**src/rtl/simplerisc_pkg.sv**
```systemverilog
// Shared register-file parameters and writeback payload, used by the register file,
// the writeback controller and the hazard unit.
package simplerisc_pkg;

  localparam int unsigned DATA_W = 32;
  localparam int unsigned ADDR_W = 4;
  localparam int unsigned NREG   = 1 << ADDR_W;
  localparam int unsigned RA_IDX = 15;

  typedef struct packed {
    logic [ADDR_W-1:0] rd;
    logic [DATA_W-1:0] data;
  } wb_entry_t;

  function automatic logic [NREG-1:0] reg_onehot(input logic [ADDR_W-1:0] idx);
    return NREG'(1) << idx;
  endfunction

endpackage

```
**src/rtl/wb_fifo.sv**
```systemverilog
// Two-entry writeback FIFO; exposes every slot's valid/rd so the owner can build
// a pending-write mask.
module wb_fifo
  import simplerisc_pkg::*;
(
  input  logic                       clk,
  input  logic                       rst_n,
  input  logic                       push,
  input  wb_entry_t                  din,
  input  logic                       pop,
  output wb_entry_t                  head_c,
  output logic [1:0]                 count,
  output logic [1:0]                 ent_vld_c,
  output logic [1:0][ADDR_W-1:0]     ent_rd_c
);

  logic [1:0] cnt_q;
  logic       rptr_q;
  logic       wptr_q;
  wb_entry_t  mem_q [2];
  logic       do_push;
  logic       do_pop;

  // Guards make the FIFO safe even if the owner pushes when full or pops when empty.
  assign do_push = push && (cnt_q != 2'd2);
  assign do_pop  = pop  && (cnt_q != 2'd0);

  always_ff @(posedge clk or negedge rst_n) begin
    if (!rst_n) begin
      cnt_q  <= 2'd0;
      rptr_q <= 1'b0;
      wptr_q <= 1'b0;
      for (int i = 0; i < 2; i++) mem_q[i] <= '0;
    end else begin
      if (do_push) begin
        mem_q[wptr_q] <= din;
        wptr_q        <= ~wptr_q;
      end
      if (do_pop) rptr_q <= ~rptr_q;
      cnt_q <= cnt_q + 2'(do_push) - 2'(do_pop);
    end
  end

  assign count  = cnt_q;
  assign head_c = mem_q[rptr_q];

  always_comb begin
    ent_vld_c = '0;
    ent_rd_c  = '0;
    for (int i = 0; i < 2; i++) begin
      ent_rd_c[i]  = mem_q[i].rd;
      ent_vld_c[i] = (cnt_q == 2'd2) || ((cnt_q == 2'd1) && (rptr_q == 1'(i)));
    end
  end

endmodule

```
**src/rtl/regfile_wb_ctrl.sv**
```systemverilog
// Writeback controller: buffers ALU and load results, arbitrates one register-file
// write per cycle with load priority and bounded ALU starvation.
module regfile_wb_ctrl
  import simplerisc_pkg::*;
#(
  parameter int unsigned STARVE_MAX = 3
) (
  input  logic              clk,
  input  logic              rst_n,
  input  logic              alu_valid,
  output logic              alu_ready,
  input  logic [ADDR_W-1:0] alu_rd,
  input  logic              alu_isCall,
  input  logic [DATA_W-1:0] alu_data,
  input  logic              ld_valid,
  output logic              ld_ready,
  input  logic [ADDR_W-1:0] ld_rd,
  input  logic [DATA_W-1:0] ld_data,
  output logic              isWb,
  output logic [ADDR_W-1:0] rd_ra,
  output logic [DATA_W-1:0] data,
  output logic [NREG-1:0]   pend_mask,
  output logic              busy
);

  wb_entry_t             alu_in, ld_in, alu_head_c, ld_head_c;
  logic [1:0]            alu_cnt, ld_cnt;
  logic [1:0]            alu_ev, ld_ev;
  logic [1:0][ADDR_W-1:0] alu_er, ld_er;
  logic                  alu_ne, ld_ne;
  logic                  grant_alu_c, grant_ld_c;
  logic [1:0]            starve_q;

  always_comb begin
    alu_in.rd   = alu_isCall ? ADDR_W'(RA_IDX) : alu_rd;
    alu_in.data = alu_data;
    ld_in.rd    = ld_rd;
    ld_in.data  = ld_data;
  end

  // Ready looks only at the registered count, so a full FIFO popping this cycle stays not-ready.
  assign alu_ready = (alu_cnt != 2'd2);
  assign ld_ready  = (ld_cnt != 2'd2);
  assign alu_ne    = (alu_cnt != 2'd0);
  assign ld_ne     = (ld_cnt != 2'd0);

  wb_fifo u_alu_fifo (
    .clk       (clk),
    .rst_n     (rst_n),
    .push      (alu_valid && alu_ready),
    .din       (alu_in),
    .pop       (grant_alu_c),
    .head_c    (alu_head_c),
    .count     (alu_cnt),
    .ent_vld_c (alu_ev),
    .ent_rd_c  (alu_er)
  );

  wb_fifo u_ld_fifo (
    .clk       (clk),
    .rst_n     (rst_n),
    .push      (ld_valid && ld_ready),
    .din       (ld_in),
    .pop       (grant_ld_c),
    .head_c    (ld_head_c),
    .count     (ld_cnt),
    .ent_vld_c (ld_ev),
    .ent_rd_c  (ld_er)
  );

  // Load wins unless the ALU has waited through STARVE_MAX load grants.
  always_comb begin
    grant_alu_c = 1'b0;
    grant_ld_c  = 1'b0;
    if (alu_ne && (!ld_ne || (starve_q == 2'(STARVE_MAX)))) grant_alu_c = 1'b1;
    else if (ld_ne) grant_ld_c = 1'b1;
  end

  always_ff @(posedge clk or negedge rst_n) begin
    if (!rst_n) begin
      starve_q <= 2'd0;
      isWb     <= 1'b0;
      rd_ra    <= '0;
      data     <= '0;
    end else begin
      if (!alu_ne || grant_alu_c) starve_q <= 2'd0;
      else if (grant_ld_c)        starve_q <= starve_q + 2'd1;
      isWb <= grant_alu_c | grant_ld_c;
      if (grant_alu_c) begin
        rd_ra <= alu_head_c.rd;
        data  <= alu_head_c.data;
      end else if (grant_ld_c) begin
        rd_ra <= ld_head_c.rd;
        data  <= ld_head_c.data;
      end
    end
  end

  always_comb begin
    pend_mask = '0;
    for (int i = 0; i < 2; i++) begin
      if (alu_ev[i]) pend_mask = pend_mask | reg_onehot(alu_er[i]);
      if (ld_ev[i])  pend_mask = pend_mask | reg_onehot(ld_er[i]);
    end
    if (isWb) pend_mask = pend_mask | reg_onehot(rd_ra);
  end

  assign busy = |pend_mask;

endmodule
```
**config.mk**
```make
export PLATFORM = sky130hd
export DESIGN_NAME = regfile_wb_ctrl
export DESIGN_NICKNAME = d
export VERILOG_FILES = /design/src/rtl/simplerisc_pkg.sv /design/src/rtl/wb_fifo.sv /design/src/rtl/regfile_wb_ctrl.sv
export SDC_FILE = /design/constraint.sdc
export NUM_CORES = 1
export LEC_CHECK = 0
export CORE_ASPECT_RATIO = 1.1
export CORE_MARGIN = 10
export CORE_UTILIZATION = 49
export CTS_CLUSTER_DIAMETER = 80
export DETAILED_ROUTE_END_ITERATION = 8
export HOLD_SLACK_MARGIN = 0.05
export PLACE_DENSITY_LB_ADDON = 0.12
export SYNTH_ARGS = -nofsm -noshare
export SYNTH_HDL_FRONTEND = slang
export SYNTH_SLANG_ARGS = --single-unit
```
**constraint.sdc**
```tcl
create_clock -name clk -period 1.8 [get_ports clk]
set_input_delay 0.18 -clock clk [delete_from_list [all_inputs] [get_ports clk]]
set_output_delay 0.18 -clock clk [all_outputs]
set_load 0.005 [all_outputs]
```
**Run 1: register map, names as in the netlist**

The bar under the picture is 50 um long. Other sequential cells in the stronger gray, the rest of the logic in the fainter gray.
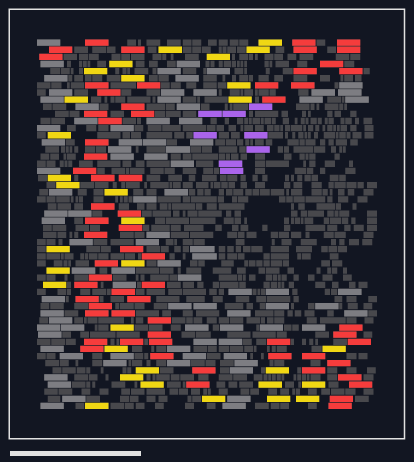
color	signal	sequential cells
yellow	data	32
purple	u_alu_fifo.ent_rd_c	8
red	u_ld_fifo.mem_q	64
not colored	87

**Run 1: wires at chosen ports, followed through buffers**

The bar under the picture is 50 um long.
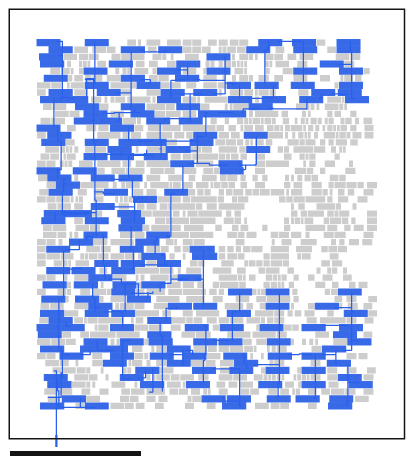
color	port	direction	end cells	buffers	wire
blue	rst_n	input	191	6	1,380 um

**Run 1: congestion heat map**

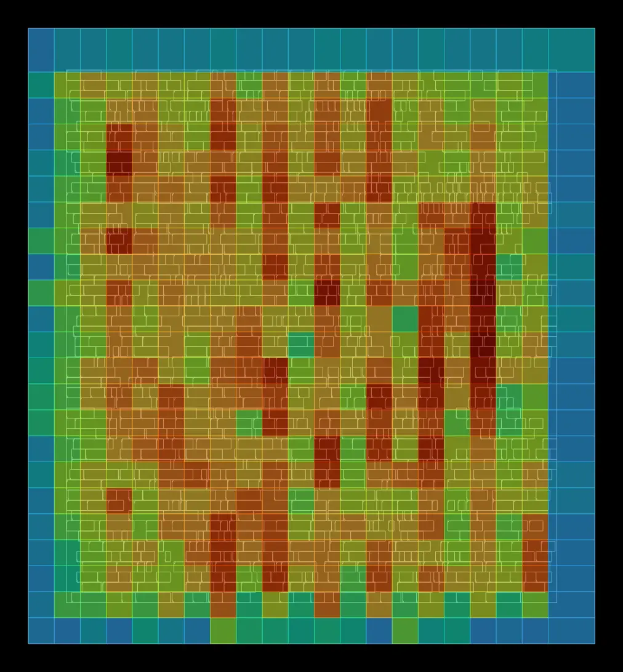
DR WL/cell: 22.3 um
met3 usage: 4.98%

**Run 1: signal wires by layer**

Only two layers are drawn.
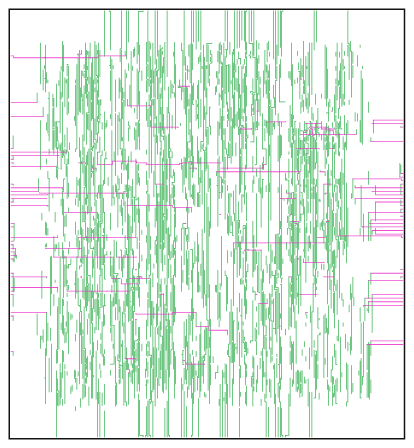
color	layer	wire length
green	met2	14,700 um
magenta	met3	1,130 um

[run 1: cell usage in the layout (no fill, tap or decap), types with 4 or more instances in the layout]
cell type,n
inv_1,8
mux2_2,73
inv_6,5
nand3b_1,5
a21oi_2,5
clkdlybuf4s50_1,112
mux2_4,95
a31oi_2,6
nand3_2,7
nand2_1,52
a31oi_1,9
xnor2_1,6
nand4_1,15
buf_4,84
nand3_1,8
nor2b_1,5
mux2i_1,36
nor2_4,8
buf_12,14
clkinv_8,5
buf_16,9
nor2_1,57
o21ai_0,38
nor3_1,5
dfrtp_1,188
a21oi_1,36
clkbuf_16,20
nand2b_1,4
buf_6,44
o21ai_1,6
buf_8,7
[run 1: synth_stat cells, drive strengths merged]
master / instances
or4: 4
nor4: 6
mux2: 168
a31oi: 16
nor4b: 1
or2: 2
xor2: 1
o22ai: 1
clkbuf: 19
nor2: 66
nor3b: 1
dfrtp: 191
a21oi: 41
o21ai: 45
xnor2: 7
ha: 5
nand2: 60
inv: 13
nand2b: 5
o211ai: 3
nand4: 16
a2bb2oi: 1
nor3: 5
clkdlybuf4s15: 1
nand3b: 5
and2b: 3
a21bo: 1
a22oi: 3
mux2i: 36
or3: 5
a211oi: 5
nand3: 18
and2: 2
buf: 29
o22a: 3
or3b: 2
nor2b: 6
[run 1: per-layer routing]
metal  track usage [%]  share of wire [%]  vias up
li1                  -                  -     3339
met1              28.1                 43     3690
met2              39.5                 51      177
met3              4.98                3.9       45
met4              8.00                2.9        0
met5                 0                  0        -
[run 1: final timing paths]
check / endpoint / slack, ps / depth (start not counted)
min: data[10] / 270 / 2
max reg2reg: u_alu_fifo.mem_q[18] / -510 / 15
min reg2reg: starve_q[0] / 470 / 1
min in group clk: u_ld_fifo.ent_rd_c[6] / 370 / 2
max: busy / -730 / 9
max in group asynchronous: u_alu_fifo.mem_q[53] / 880 / 3
[run 1: report_power, final]
group / total [W] / switching (W) / internal [W]
Combinational: 0.0160 / 0.00694 / 0.00908
Sequential: 0.00813 / 0.00155 / 0.00658
Clock: 0.00376 / 0.00189 / 0.00188
[run 1: registers in the layout, indices dropped and copies added, names as in the netlist]
register,cells
u_alu_fifo.rptr_q,1
u_ld_fifo.count,2
u_alu_fifo.mem_q,64
rd_ra,4
u_ld_fifo.mem_q,64
isWb,1
starve_q,2
u_alu_fifo.count,2
u_ld_fifo.wptr_q,1
u_ld_fifo.ent_rd_c,8
u_alu_fifo.wptr_q,1
u_alu_fifo.ent_rd_c,8
data,32
u_ld_fifo.rptr_q,1
[run 1: timing repair]
action                                  in CTS  in global routing
gates cloned                                11                  3
gates resized                              263                 83
endpoints found under the setup margin     160                190
hold buffers                                 1                  0
hold endpoints to repair                    50                  0
buffers inserted                            46                 14
pin swaps                                   33                 16
[run 1: kinds of logic after synthesis]
| family | count (synthesis) |
|---|---|
| multiplexers | 204 |
| XOR/XNOR | 8 |
| adder cells (fa/ha/maj) | 5 |
| buffers and inverters | 62 |
| flip-flops | 191 |
| AND/OR/NAND/NOR | 207 |
| AND-OR/OR-AND | 119 |
==> flow_summary.yaml, run 1 <==
# generated from flow reports
worst_hold_path:
  hold_path_class: "primary input to asynchronous set/reset pin"
floorplanning:
  die_w_um: 150
  ioPinCount: 133
  dieArea_sq_um: 24600
  fp.coreArea_sq_um: 18400
  fp_util_pct: 49.8
synthesis:
  adder_share_pct: 0.683
  yosys.area_share.aoi_pct: 7.43
  synth_area_per_cell_sq_um: 11.5
  synth.largest_area_cell: "dfrtp_1"
  ys_cells: 796
  ys_sh_xor_pct: 0.765
  synthTopLogicFamily: "multiplexers"
  ys.flops: 191
  synth_top_area_share_pct: 52.2
  ys_sh_simple_pct: 11.2
  mux_share_pct: 24.6
  netlist_instances: 796
  topCellsByArea: "dfrtp_1, mux2_2, mux2i_1"
  syn-num-nets: 878
job:
  cap_violations: 0
global_route:
  grt_pass1_vias: 7859
  grt_max_degree: 60
  antenna_found_initial: 0
  grt_first_pass_wirelength_um: 44000
  grt_usage_pct: 23.1
cells_and_area:
  comb_share_pct: 36.0
  largest_class: "combinational gates"
  sh_seq_area_pct: 35.0
  numSequentialCells: 191
  drive_gt1_share_pct: 42.5
  nonClkBufAreaFrac_pct: 22.0
  fin_util_pct: 74.2
  layout.nets: 1129
  stdcell_area_sq_um: 13700
  logic_gate_count: 544
  nClkBuffers: 18
sta:
  finalCriticalPeriod_ps: 2530
  setup_violations: 155
  fin_setup_tns_ps: -42610
  fin_crit_sh_pct: 140
  hold_violations: 0
  hold_ws_ps: 268
  tightest_slew_ps: 527
  rsz0062_at_grt: "true"
  slew_viol_final: 0
  setup_slack_ps: -729
cts:
  cts_buffers: 17
  cts_sinks: 191
  cts-root-buf: "clkbuf_16"
  htree_levels: 4
  cts_tree: "built"
  clk_latency_ps: 440
  cts_buffer_depth: 2
  clkTransAtPathRegs_ps: 80
worst_setup_path:
  cp-startpoint: "u_alu_fifo.rptr_q"
  crit_chain: "nor3b_4 -> nor2_2 -> buf_4 -> or4_4 -> nand4_1 -> buf_4 -> nor4_2 -> nand4_1 -> buf_2"
  cp-start-kind: "flop"
  slowest_stage: "or4_4"
  path_buffers: 3
  end_kind: "output pin"
  cpLargestDelayFamily: "simple AND/OR/NAND/NOR gates"
  required_ps: 1620
  arrival_ps: 2350
  cp_max_fo: 5
  crit_type: "flop to output pin"
route:
  wirelength_um: 29000
  vias_per_cell: 5.56
  drtIter0Drc: 571
  drc: 0
place:
  place.gp.congestion: 0.888
  dpl_worst_slack_ps: -610
  port_buffers: 132
power_and_ir_drop:
  p_total_w: 0.0279
  power_density_nw_per_um2: 2040
  p_leak_nw: 6.04
run_status:
  violations: "setup timing"
  status: "finished with violations"
**Run 1: M1 wires**

The bar under the picture is 50 um long. Supply wires on this layer in gray. Cells faint in the background.
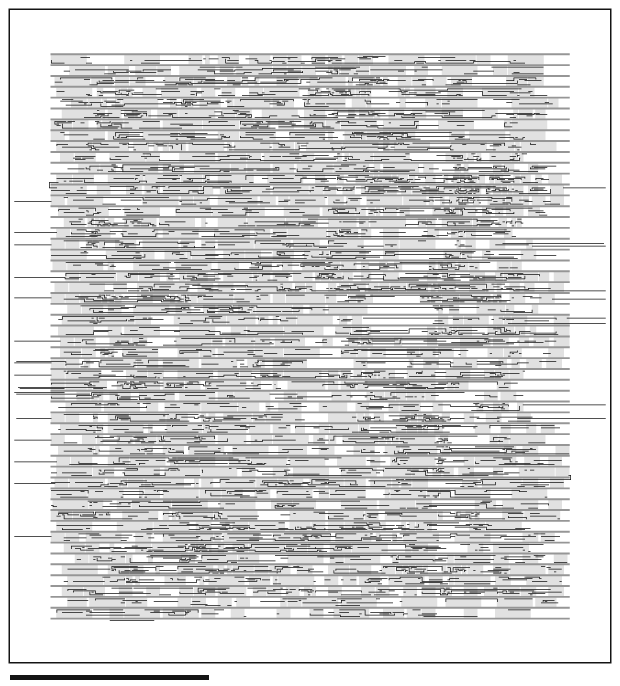

--- run 2 (diff from run 1) ---
Settings changed: GPL_ROUTABILITY_DRIVEN from default to 1, RECOVER_POWER from default to 100.
**Run 2: M1 wires**

The bar under the picture is 50 um long. Supply wires on this layer in gray. Cells faint in the background.
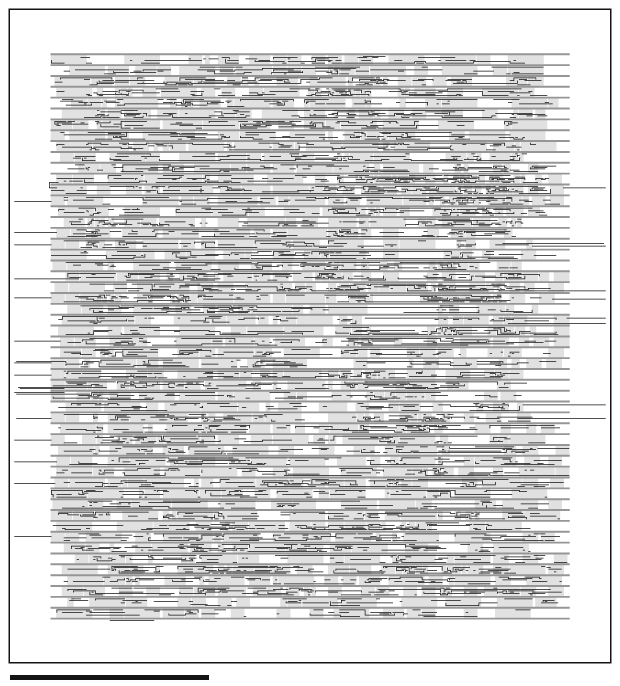
wire length on this layer	12,200 um
share of all routed wire	42%

**Run 2: register map, names as in the netlist**

The bar under the picture is 50 um long. Other sequential cells in the stronger gray, the rest of the logic in the fainter gray.
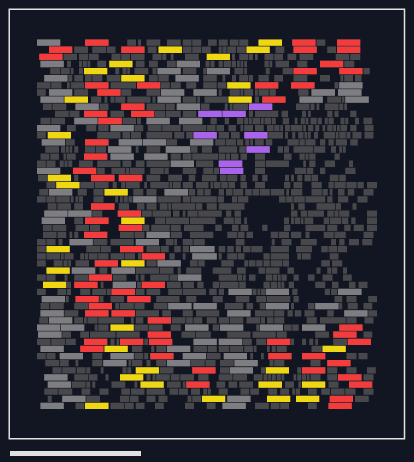
color	signal	sequential cells
yellow	data	32
red	u_ld_fifo.mem_q	64
purple	u_alu_fifo.ent_rd_c	8
not colored	87

==> run 2 against run 1 <==
Compared with the run above: count of clock-buffer cells in the layout unchanged; register-to-register slack worse by 20 ps; largest power group unchanged; first-iteration DRC count down 1.1%; the flow still finishes with violations (setup timing); non-clock buffer count unchanged; total power down 1.0%; global-route usage unchanged; critical endpoint unchanged; combinational power about the same.
==> flow_summary.yaml, run 2 <==
# generated from flow reports
run_status:
  status: "finished with violations"
  violations: "setup timing"
synthesis:
  syn-num-nets: 878
  synthFlopType: "dfrtp_1"
  topCellsByArea: "dfrtp_1, mux2_2, mux2i_1"
  top_cell: "dfrtp_1"
  edf_count: 0
  synth.largest_area_cell: "dfrtp_1"
  async_flop_share_pct: 100
  ys_cells: 796
  synth_area_per_cell_sq_um: 11.5
  ys.flops: 191
  synth_top_area_share_pct: 52.2
power_and_ir_drop:
  power.share.clock_pct: 13.6
  power_frac_comb_pct: 57.0
  switching_power_w: 0.0103
  power_density_nw_per_um2: 2030
  p_sw_share_pct: 37.4
cells_and_area:
  largest_registers: "u_alu_fifo.mem_q (64), u_ld_fifo.mem_q (64), data (32)"
  drive_gt1_share_pct: 42.4
  mostFrequentLayoutCells: "dfrtp_1, mux2_4, buf_4"
  layout.nets: 1129
  layout_top_cell: "dfrtp_1"
job:
  cap_violations: 0
sta:
  hold_violations: 0
  rsz0062_at_grt: "true"
  slew_viol_final: 0
  finalCriticalPeriod_ps: 2530
  fmax_mhz: 395
  setup_slack_ps: -729
  fin_crit_sh_pct: 140
  setup_violations: 181
cts:
  cts_buffer_depth: 2
  htree_levels: 4
  cts_tree: "built"
  cts_sinks: 191
  cts_buffers: 17
worst_setup_path:
  crit_type: "flop to output pin"
  end_kind: "output pin"
  required_ps: 1620
  arrival_ps: 2350
  cp_max_fo: 6
  cp-start-kind: "flop"
worst_hold_path:
  hold_path_class: "primary input to flop"
route:
  drtIter0Drc: 565
  drc: 0
  post_drt_wl_per_cell_um: 22.2
  wirelength_um: 28900
  vias_per_cell: 5.56
floorplanning:
  fp_util_pct: 49.8
  ioPinCount: 133
  dieArea_sq_um: 24600
  die_w_um: 150
  rows: 52
  die_y_um: 163
  fp.coreArea_sq_um: 18400
global_route:
  grt_max_degree: 60
  grt_usage_pct: 23.1
  grt_pass1_vias: 7859
  grt_first_pass_wirelength_um: 44000
  antenna_found_initial: 0
place:
  dpl_worst_slack_ps: -610
  place.gp.congestion: 0.888
run 2: cell count changes in the layout (fill, tap and decap cells not counted), moves of 3 or more:
cell / change
buf_12: -3
buf_4: -3
clkbuf_2: +3
clkdlybuf4s50_1: -34
dlygate4sd3_1: +34
run 2: path summary, 6_finish.rpt:
path | start | to | slack [ps] | cells after the start
setup / recovery | u_alu_fifo.count[0] | busy | -730 | 10
setup reg to reg | u_alu_fifo.count[0] | u_alu_fifo.mem_q[18] | -530 | 15
min in group asynchronous | rst_n | data[10] | 630 | 2
hold reg to reg | starve_q[0] | starve_q[0] | 480 | 1
max in group asynchronous | rst_n | u_alu_fifo.mem_q[53] | 160 | 3
hold / removal | ld_rd[2] | u_ld_fifo.ent_rd_c[6] | 370 | 2
run 2: worst max-delay path: stages, from the launching register on:
cell	delay (ps)
dfrtp_1	400
clkbuf_4	150
nor2b_4	200
nor2_2	60
buf_4	140
or4_4	480
nand4_1	120
buf_4	120
nor4_2	40
nand4_1	80
buf_2	120
run 2: routing by layer:
metal  wire [um]  up-vias  GRT usage [%]
li1            -     3345              -
met1       12200     3686           28.1
met3        1200       41           4.98
met2       14700      167           39.5
met4         809        0           8.00
met5           0        -              0
run 2: repair_timing:
item / 4_1_cts / 5_1_grt
resized: 263 / 83
setup buffers: 46 / 14
pin swaps: 33 / 16
endpoints found under the setup margin: 160 / 190
cloned: 11 / 3
hold buffers: 1 / 0
hold endpoints to repair: 50 / 0
run 2: area by class of cell:
cell class	count	area, sq um
Inverter	13	58.8
Fill cell	1245	4810
Clock buffer	18	429
Tap cell	243	304
Timing Repair Buffer	280	2950
Clock inverter	14	166
Multi-Input combinational cell	544	4900
Sequential cell	191	4780
run 2: cells by family (layout without fill, tap and decap cells):
kind of cell / Yosys count / after routing / share of synthesized area [%]
AND/OR/NAND/NOR: 207 / 208 / 11.2
flip-flops: 191 / 191 / 52.2
XOR/XNOR: 8 / 8 / 0.765
buffers and inverters: 62 / 325 / 3.20
AND-OR/OR-AND: 119 / 119 / 7.43
adder cells (fa/ha/maj): 5 / 5 / 0.683
multiplexers: 204 / 204 / 24.6
run 2: through the flow:
step | instance area [sq um] | cells | util (%) | TNS (ps) | hold slack, ps
after floorplan | 9200 | 796 | - | 0 | -116
after global placement | 11400 | 1216 | 62.2 | -19940 | 170
after detailed placement | 11400 | 1216 | 62.2 | -22270 | 176
after CTS | 13300 | 1297 | 72.3 | -19540 | 265
after global routing | 13600 | 1303 | 73.9 | -61980 | 369
final | 13600 | 1303 | 73.9 | -46240 | 371
run 2: power groups by stage:
stage | logic (W) | registers [W] | clock network [W]
floorplan | 0.00724 | 0.00763 | 0
global placement | 0.0119 | 0.00780 | 0
detailed placement | 0.0122 | 0.00800 | 0
CTS | 0.0150 | 0.00800 | 0.00383
global route | 0.0169 | 0.00836 | 0.00402
finish | 0.0158 | 0.00811 | 0.00377
Power is estimated from default activity; no workload was simulated.
